Figure 1. Clock wires, drivers and flops.
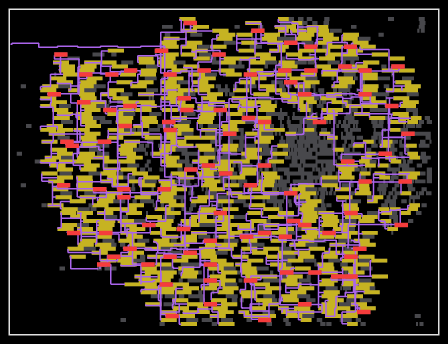
Figure 2. Congestion heat map.
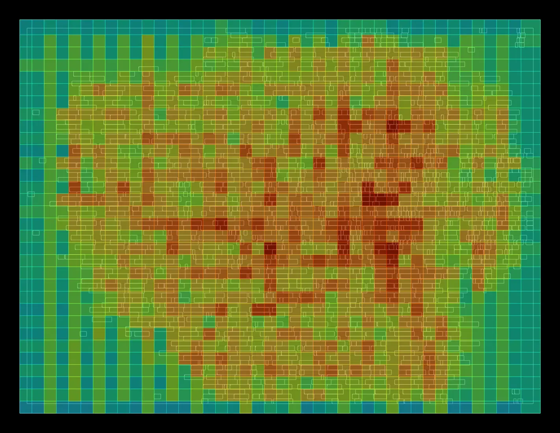
Figure 3. Placement density heat map.
The die is cut into 29 by 22 equal tiles; dark blue is low, red is high, 0 to 100% covered.
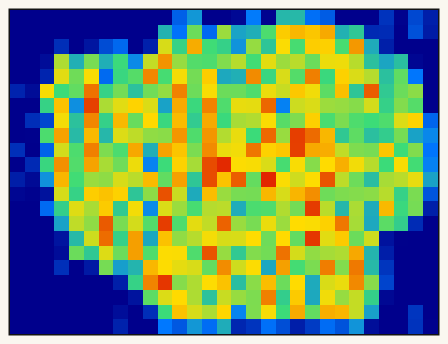
Figure 4. Signal wires by layer.
The bar under the picture is 100 um long.
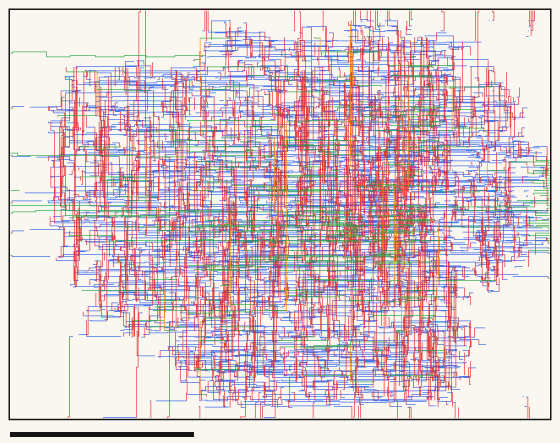
Figure 5. Gate-type map.
The bar under the picture is 100 um long.
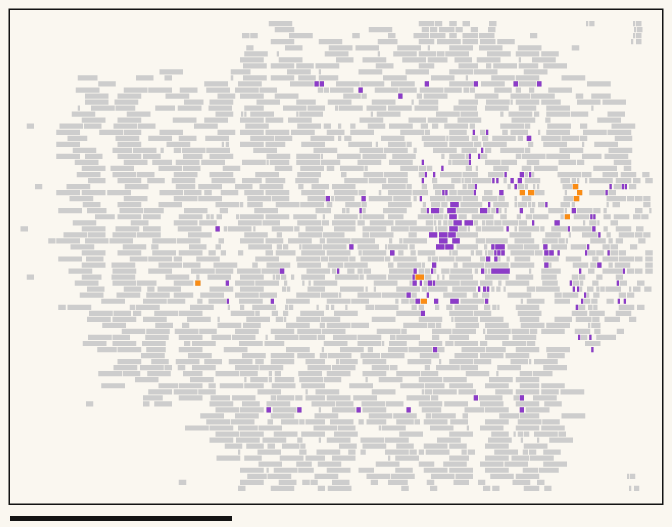
**config.mk**
```make
export PLATFORM = sky130hd
export DESIGN_NAME = mfp_ahb_accel_flat
export DESIGN_NICKNAME = d
export VERILOG_FILES = /design/src/rtl/mfp_ahb_accel_if.sv /design/src/rtl/mfp_ahb_accel.sv /design/src/flat_wrapper.sv
export SDC_FILE = /design/constraint.sdc
export NUM_CORES = 1
export LEC_CHECK = 0
export CORE_ASPECT_RATIO = 0.75
export CORE_MARGIN = 4
export CORE_UTILIZATION = 41
export CTS_BUF_LIST = sky130_fd_sc_hd__clkbuf_8 sky130_fd_sc_hd__clkbuf_16
export CTS_CLUSTER_SIZE = 8
export DETAILED_ROUTE_END_ITERATION = 6
export GPL_TIMING_DRIVEN = 0
export MAX_ROUTING_LAYER = met4
export PLACE_DENSITY_LB_ADDON = 0.25
export SLEW_MARGIN = 20
export SYNTH_ARGS = -nofsm -noshare
export SYNTH_HDL_FRONTEND = slang
export SYNTH_SLANG_ARGS = --single-unit
```
**constraint.sdc**
```tcl
create_clock -name HCLK -period 10.1 [get_ports HCLK]
set_input_delay 2.02 -clock HCLK [delete_from_list [all_inputs] [get_ports HCLK]]
set_output_delay 2.02 -clock HCLK [all_outputs]
set_load 0.05 [all_outputs]
```
**src/rtl/mfp_ahb_accel_if.sv**
```systemverilog
// AHB-lite slave-side bus bundle for the accelerometer peripheral.
// Latency: none, wires only.
// Backpressure: none; the slave is zero-wait-state and has no HREADY output.
interface mfp_ahb_accel_if;
   logic [3:0]  HADDR;    // word address, HADDR[5:2] of the system bus
   logic [1:0]  HTRANS;
   logic [31:0] HWDATA;
   logic        HWRITE;
   logic        HSEL;
   logic [31:0] HRDATA;

   modport master (
      output HADDR, HTRANS, HWDATA, HWRITE, HSEL,
      input  HRDATA
   );

   modport slave (
      input  HADDR, HTRANS, HWDATA, HWRITE, HSEL,
      output HRDATA
   );
endinterface

```
**src/rtl/mfp_ahb_accel.sv**
```systemverilog
// AHB-lite accelerometer slave: decimated X/Y/Z sample FIFO plus board orientation code.
// Latency: HRDATA registered at the end of the address phase; a push shows in STATUS 1 cycle after acc_valid.
// Backpressure: none on the bus; samples arriving at a full FIFO are dropped and set sticky overflow.
// Optional feature macro MFP_ACCEL_ORIENT_EN builds the orientation datapath and THRESH register.
module mfp_ahb_accel #(
   parameter int DEPTH_LOG2 = 4,
   parameter int DIV_W      = 8
) (
   input  logic           HCLK,
   input  logic           HRESET,
   mfp_ahb_accel_if.slave ahb,
   input  logic           acc_valid,
   input  logic [11:0]    x_acc,
   input  logic [11:0]    y_acc,
   input  logic [11:0]    z_acc,
   output logic [2:0]     new_orientation,
   output logic           fifo_irq
);

   localparam int CNT_W = DEPTH_LOG2 + 1;
   localparam int DEPTH = 1 << DEPTH_LOG2;
   localparam logic [CNT_W-1:0] FULL_CNT = CNT_W'(DEPTH);

   localparam logic [3:0] A_STATUS  = 4'd0;
   localparam logic [3:0] A_DATA_XY = 4'd1;
   localparam logic [3:0] A_DATA_Z  = 4'd2;
   localparam logic [3:0] A_CTRL    = 4'd3;
   localparam logic [3:0] A_THRESH  = 4'd4;

   // bus pipeline
   logic                  ap_rd;
   logic                  ap_wr;
   logic                  dp_wr;
   logic [3:0]            dp_addr;
   logic                  wr_ctrl;
   logic                  clr;

   // control register
   logic                  enable;
   logic [DIV_W-1:0]      div;
   logic [CNT_W-1:0]      wmark;

   // decimation
   logic [DIV_W-1:0]      dcnt;
   logic                  accept;

   // sample FIFO
   logic [35:0]           mem [0:DEPTH-1];
   logic [DEPTH_LOG2-1:0] wr_ptr;
   logic [DEPTH_LOG2-1:0] rd_ptr;
   logic [CNT_W-1:0]      count;
   logic                  overflow;
   logic                  empty;
   logic                  full;
   logic                  push;
   logic                  pop;
   logic                  ovf_set;
   logic [35:0]           head;

   // read path
   logic [2:0]            orient;
   logic [31:0]           rd_dat;

   // HWDATA bits with no register behind them, and HTRANS[0] (SEQ vs NONSEQ is irrelevant here)
   logic                  unused_bits;
   assign unused_bits = ^{ahb.HWDATA[31:21], ahb.HWDATA[7:2], ahb.HTRANS[0]};

   assign ap_rd   = ahb.HSEL & ahb.HTRANS[1] & ~ahb.HWRITE;
   assign ap_wr   = ahb.HSEL & ahb.HTRANS[1] &  ahb.HWRITE;
   assign wr_ctrl = dp_wr && (dp_addr == A_CTRL);
   assign clr     = wr_ctrl && ahb.HWDATA[1];

   assign empty   = (count == '0);
   assign full    = (count == FULL_CNT);
   assign head    = mem[rd_ptr];

   // A DATA_Z read pops at the address-phase edge, the same edge HRDATA captures the head.
   assign pop     = ap_rd && (ahb.HADDR == A_DATA_Z) && !empty;
   assign accept  = enable && acc_valid && (dcnt == div);
   // A pop on the same edge frees a slot, so a push into a full FIFO still succeeds.
   assign push    = accept && (!full || pop);
   assign ovf_set = accept && full && !pop;

   assign fifo_irq = enable && (count >= wmark);

   // Register the address phase so writes can commit with HWDATA at the end of the data phase.
   always_ff @(posedge HCLK) begin
      if (HRESET) begin
         dp_wr   <= 1'b0;
         dp_addr <= '0;
      end else begin
         dp_wr   <= ap_wr;
         dp_addr <= ahb.HADDR;
      end
   end

   // CTRL register; the clear bit is an action, not stored state.
   always_ff @(posedge HCLK) begin
      if (HRESET) begin
         enable <= 1'b0;
         div    <= '0;
         wmark  <= '0;
      end else if (wr_ctrl) begin
         enable <= ahb.HWDATA[0];
         div    <= ahb.HWDATA[8 +: DIV_W];
         wmark  <= ahb.HWDATA[16 +: CNT_W];
      end
   end

   // Decimation counter: counts strobes up to DIV, parked at 0 while disabled or cleared.
   always_ff @(posedge HCLK) begin
      if (HRESET || clr || !enable) begin
         dcnt <= '0;
      end else if (acc_valid) begin
         dcnt <= (dcnt == div) ? '0 : dcnt + 1'b1;
      end
   end

   // FIFO pointers, occupancy and sticky overflow; clear wins over a same-cycle push or pop.
   always_ff @(posedge HCLK) begin
      if (HRESET || clr) begin
         wr_ptr   <= '0;
         rd_ptr   <= '0;
         count    <= '0;
         overflow <= 1'b0;
      end else begin
         if (push) begin
            wr_ptr <= wr_ptr + 1'b1;
         end
         if (pop) begin
            rd_ptr <= rd_ptr + 1'b1;
         end
         if (push && !pop) begin
            count <= count + 1'b1;
         end else if (pop && !push) begin
            count <= count - 1'b1;
         end
         if (ovf_set) begin
            overflow <= 1'b1;
         end
      end
   end

   // Sample storage; contents need no reset since count gates every read.
   always_ff @(posedge HCLK) begin
      if (!HRESET && push && !clr) begin
         mem[wr_ptr] <= {x_acc, y_acc, z_acc};
      end
   end

`ifdef MFP_ACCEL_ORIENT_EN
   logic [10:0] thresh;
   logic [11:0] ax;
   logic [11:0] ay;
   logic [11:0] az;
   logic [11:0] mag;
   logic [2:0]  orient_nxt;

   // Magnitude as 12-bit unsigned so that -2048 maps to 2048 without overflow.
   function automatic logic [11:0] abs12(input logic [11:0] v);
      abs12 = v[11] ? (~v + 12'd1) : v;
   endfunction

   // THRESH register.
   always_ff @(posedge HCLK) begin
      if (HRESET) begin
         thresh <= 11'h100;
      end else if (dp_wr && (dp_addr == A_THRESH)) begin
         thresh <= ahb.HWDATA[10:0];
      end
   end

   // Dominant-axis classification; ties resolve x, then y, then z.
   always_comb begin
      ax         = abs12(x_acc);
      ay         = abs12(y_acc);
      az         = abs12(z_acc);
      mag        = az;
      orient_nxt = z_acc[11] ? 3'd6 : 3'd5;
      if ((ax >= ay) && (ax >= az)) begin
         mag        = ax;
         orient_nxt = x_acc[11] ? 3'd2 : 3'd1;
      end else if (ay >= az) begin
         mag        = ay;
         orient_nxt = y_acc[11] ? 3'd4 : 3'd3;
      end
      if (mag < {1'b0, thresh}) begin
         orient_nxt = 3'd0;
      end
   end

   // Orientation follows every decimated sample, even one dropped by a full FIFO.
   always_ff @(posedge HCLK) begin
      if (HRESET) begin
         orient <= 3'd0;
      end else if (accept) begin
         orient <= orient_nxt;
      end
   end
`else
   assign orient = 3'd0;
`endif

   assign new_orientation = orient;

   // Register read mux, decoded straight from the address phase.
   always_comb begin
      rd_dat = '0;
      case (ahb.HADDR)
         A_STATUS: begin
            rd_dat[CNT_W-1:0] = count;
            rd_dat[5]         = empty;
            rd_dat[6]         = full;
            rd_dat[7]         = overflow;
            rd_dat[10:8]      = orient;
         end
         A_DATA_XY: begin
            if (!empty) begin
               rd_dat = {4'b0, head[35:24], 4'b0, head[23:12]};
            end
         end
         A_DATA_Z: begin
            if (!empty) begin
               rd_dat = {20'b0, head[11:0]};
            end
         end
         A_CTRL: begin
            rd_dat[0]            = enable;
            rd_dat[8 +: DIV_W]   = div;
            rd_dat[16 +: CNT_W]  = wmark;
         end
`ifdef MFP_ACCEL_ORIENT_EN
         A_THRESH: begin
            rd_dat[10:0] = thresh;
         end
`endif
         default: begin
            rd_dat = '0;
         end
      endcase
   end

   // HRDATA is captured at the address-phase edge and held through the data phase.
   always_ff @(posedge HCLK) begin
      if (HRESET) begin
         ahb.HRDATA <= '0;
      end else begin
         ahb.HRDATA <= ap_rd ? rd_dat : 32'd0;
      end
   end

endmodule

```
**src/flat_wrapper.sv**
```systemverilog
// flat-port wrapper written by rule: the top's interface ports become plain ports
module mfp_ahb_accel_flat 
#(
   parameter int DEPTH_LOG2 = 4,
   parameter int DIV_W      = 8
)
  (HCLK, HRESET, acc_valid, x_acc, y_acc, z_acc, new_orientation, fifo_irq, ahb_HADDR, ahb_HTRANS, ahb_HWDATA, ahb_HWRITE, ahb_HSEL, ahb_HRDATA);
  mfp_ahb_accel_if ahb_i ();
  input  logic HCLK;
  input  logic HRESET;
  input  logic acc_valid;
  input  logic [11:0] x_acc;
  input  logic [11:0] y_acc;
  input  logic [11:0] z_acc;
  output logic [2:0] new_orientation;
  output logic fifo_irq;
  input wire logic [$bits(ahb_i.HADDR)-1:0] ahb_HADDR;
  input wire logic [$bits(ahb_i.HTRANS)-1:0] ahb_HTRANS;
  input wire logic [$bits(ahb_i.HWDATA)-1:0] ahb_HWDATA;
  input wire logic [$bits(ahb_i.HWRITE)-1:0] ahb_HWRITE;
  input wire logic [$bits(ahb_i.HSEL)-1:0] ahb_HSEL;
  output wire logic [$bits(ahb_i.HRDATA)-1:0] ahb_HRDATA;
  assign ahb_i.HADDR = ahb_HADDR;
  assign ahb_i.HTRANS = ahb_HTRANS;
  assign ahb_i.HWDATA = ahb_HWDATA;
  assign ahb_i.HWRITE = ahb_HWRITE;
  assign ahb_i.HSEL = ahb_HSEL;
  assign ahb_HRDATA = ahb_i.HRDATA;
  mfp_ahb_accel #(.DEPTH_LOG2(DEPTH_LOG2), .DIV_W(DIV_W)) u_core (.HCLK(HCLK), .HRESET(HRESET), .ahb(ahb_i), .acc_valid(acc_valid), .x_acc(x_acc), .y_acc(y_acc), .z_acc(z_acc), .new_orientation(new_orientation), .fifo_irq(fifo_irq));
endmodule
```
==> GITHUB_STEP_SUMMARY <==
### Yosys + OpenROAD results

| Metric | Value |
|---|---|
| Post-route ant nets | 0 |
| Critical path endpoint | u_core.mem[1][35] |
| Crit. End Element | flop |
| Placed cell areas | 28000 um2 |
| Die height | 222 um |
| # Max-Cap Violations | 0 |
| R2R setup slack | 6130 ps |
| Final Total Pwr | 5.71 mW |
| Cell area power density | 186 nW/um2 |
| CTS Hold Bufs | 0 |
| Worst R2R End | u_core.mem[1][35] |
| P_leak | 9.77 nW |
| Cts repair resizes | 0 |
| Die area | 65300 um2 |
| Final Hold Fails | 0 |
| Max FO, Critical Path | 8 |
| YS warnings | 0 |
| Setup TNS | 0 ps |
| Max Freq | 182 MHz |
| R2R depth | 9 |
| Total track usage | 0.205 |
| Share of cells above drive strength 1 | 0.242 |
| Tcrit/Tclk final | 0.543 |
| Post-Syn Instances | 1266 |
| Clk_lat worst skew | 620 ps |
| CTS tree | yes |
| GP Congestion | 0.827 |
| Reg2reg start | u_core.div[2] |
| Fin worst setup slack | 4610 ps |
| TritonCTS buffer count | 91 |
| Status | finished clean |
| Design Area, Final | 30600 um2 |
| Worst-Margin Slew | 966 ps |
| Post-synth seq share | 0.747 |
| Vias per Instance | 5.64 |
| YS chip area | 25100 um2 |
| Area Overhead vs Synth | 21.9% |
| Critical path type | in -> reg |
| Row count | 78 |
Back to the opening pictures, Figure 1:
Purple stands for clock wires, length 8030 um. Red stands for clock drivers, count 91. Yellow stands for flip-flops, count 649.
There are 92 routed clock nets.

Back to the opening pictures, Figure 2:
routed len/inst: 27.2 um
GR peak layer: met1

Back to the opening pictures, Figure 3:
18% of the tiles are over 75% full. The densest ninth of the die: center. The emptiest ninth of the die: lower left. 20% of the tiles are nearly empty. The fullest tile reaches 96%. The mean over all tiles is 45%.
starting density of the core: 0.415
core area: 60600 um2
post-layout util: 0.505

Back to the opening pictures, Figure 4:
Red stands for metal 2, wire length 27.4 mm. Blue stands for metal 1, wire length 30.0 mm. Orange stands for metal 4, wire length 1320 um. Green stands for metal 3, wire length 5690 um.

Back to the opening pictures, Figure 5:
Orange stands for non-inverting ao/oa cells, cells 9. Purple stands for nor cells, cells 136.
highest-count logic cell in the final layout: edfxtp_1
Final Non-Filler Cells: 2368
multi-input combinational area share: 0.197

-- critical path, cell delays in order --
cell             delay (ps)
clkdlybuf4s50_1         610
nor4b_4                 530
o21ai_4                 220
o311ai_4                370
and3_1                  220
buf_6                   140
nand3_1                 290
nor3_2                  830
buf_4                   340
buf_4                   210
-- logic make-up after synthesis --
group | Yosys count
other | 1
xor gates and xnor gates | 24
AOI/OAI and AO/OA | 99
buffers and inverters | 84
adders and majority gates | 16
DFF | 649
and+or+nand+nor | 194
muxes | 199
-- cell type report --
cell class                      instances  area, um2
Antenna cell                            3       7.51
Buffer                                 72        420
Clock buffer                           93       2330
Clock inverter                         59        267
Fill cell                            4784      30000
Inverter                               12       45.0
Multi-Input combinational cell        539       6040
Sequential cell                       649      18800
Tap cell                              800       1000
Timing Repair Buffer                  141       1760
-- flip-flops by register name (all words and copies together), names as in the netlist, named ones only --
name and cells:
u_core.dp_addr 4, u_core.mem 576, u_core.count 5, u_core.dcnt 8
u_core.overflow 1, u_core.enable 1, u_core.ahb.HRDATA 28, u_core.dp_wr 1
u_core.wr_ptr 4, u_core.rd_ptr 4, u_core.wmark 5, u_core.div 8
-- power by group --
group / internal [mW] / switching, mW / leakage [nW]
clock: 1.64 / 1.08 / 1.46
combinational: 0.0251 / 0.0487 / 2.55
sequential: 2.92 / 0.000401 / 5.76
-- synthesized netlist by cell type, drive strengths merged, types with 3 or more instances --
cell / count / area, um2
buf: 53 / 349
ha: 15 / 188
a31oi: 5 / 31.3
and3: 8 / 50.1
xor2: 10 / 87.6
a221oi: 7 / 61.3
mux2i: 52 / 521
and4: 3 / 28.8
a21oi: 16 / 80.1
nor2b: 35 / 219
a22oi: 6 / 45.0
nor3: 17 / 85.1
o21ai: 9 / 56.3
mux2: 5 / 56.3
inv: 12 / 45.0
mux4: 142 / 3200
nand2b: 5 / 31.3
nand4: 5 / 31.3
a2111oi: 3 / 26.3
a211oi: 37 / 278
nor2: 77 / 292
nor4: 5 / 31.3
a21o: 5 / 38.8
nand3: 10 / 50.1
nand2: 20 / 75.1
clkbuf: 19 / 71.3
dfxtp: 73 / 1460
xnor2: 14 / 123
edfxtp: 576 / 17300
-- routing by layer --
metal	wire length (um)	track usage	share of wire	up-vias
met5	0	-	0	-
met4	1320	0.0499	0.020	0
met3	5690	0.0462	0.088	102
met2	27400	0.279	0.43	615
met1	30000	0.315	0.47	6983
li1	-	-	-	5645
-- worst min path at each step --
stage | start | endpoint | slack, ps | cells after the start
after floorplan | u_core.overflow | u_core.overflow | 440 | 2
after global placement | u_core.rd_ptr[3] | u_core.rd_ptr[3] | 510 | 2
after detailed placement | u_core.overflow | u_core.overflow | 500 | 2
after CTS | u_core.div[7] | u_core.ahb.HRDATA[15] | 520 | 1
after global routing | u_core.div[5] | u_core.ahb.HRDATA[13] | 530 | 1
final | u_core.div[7] | u_core.ahb.HRDATA[15] | 510 | 1
Power and IR drop assume default switching activity.
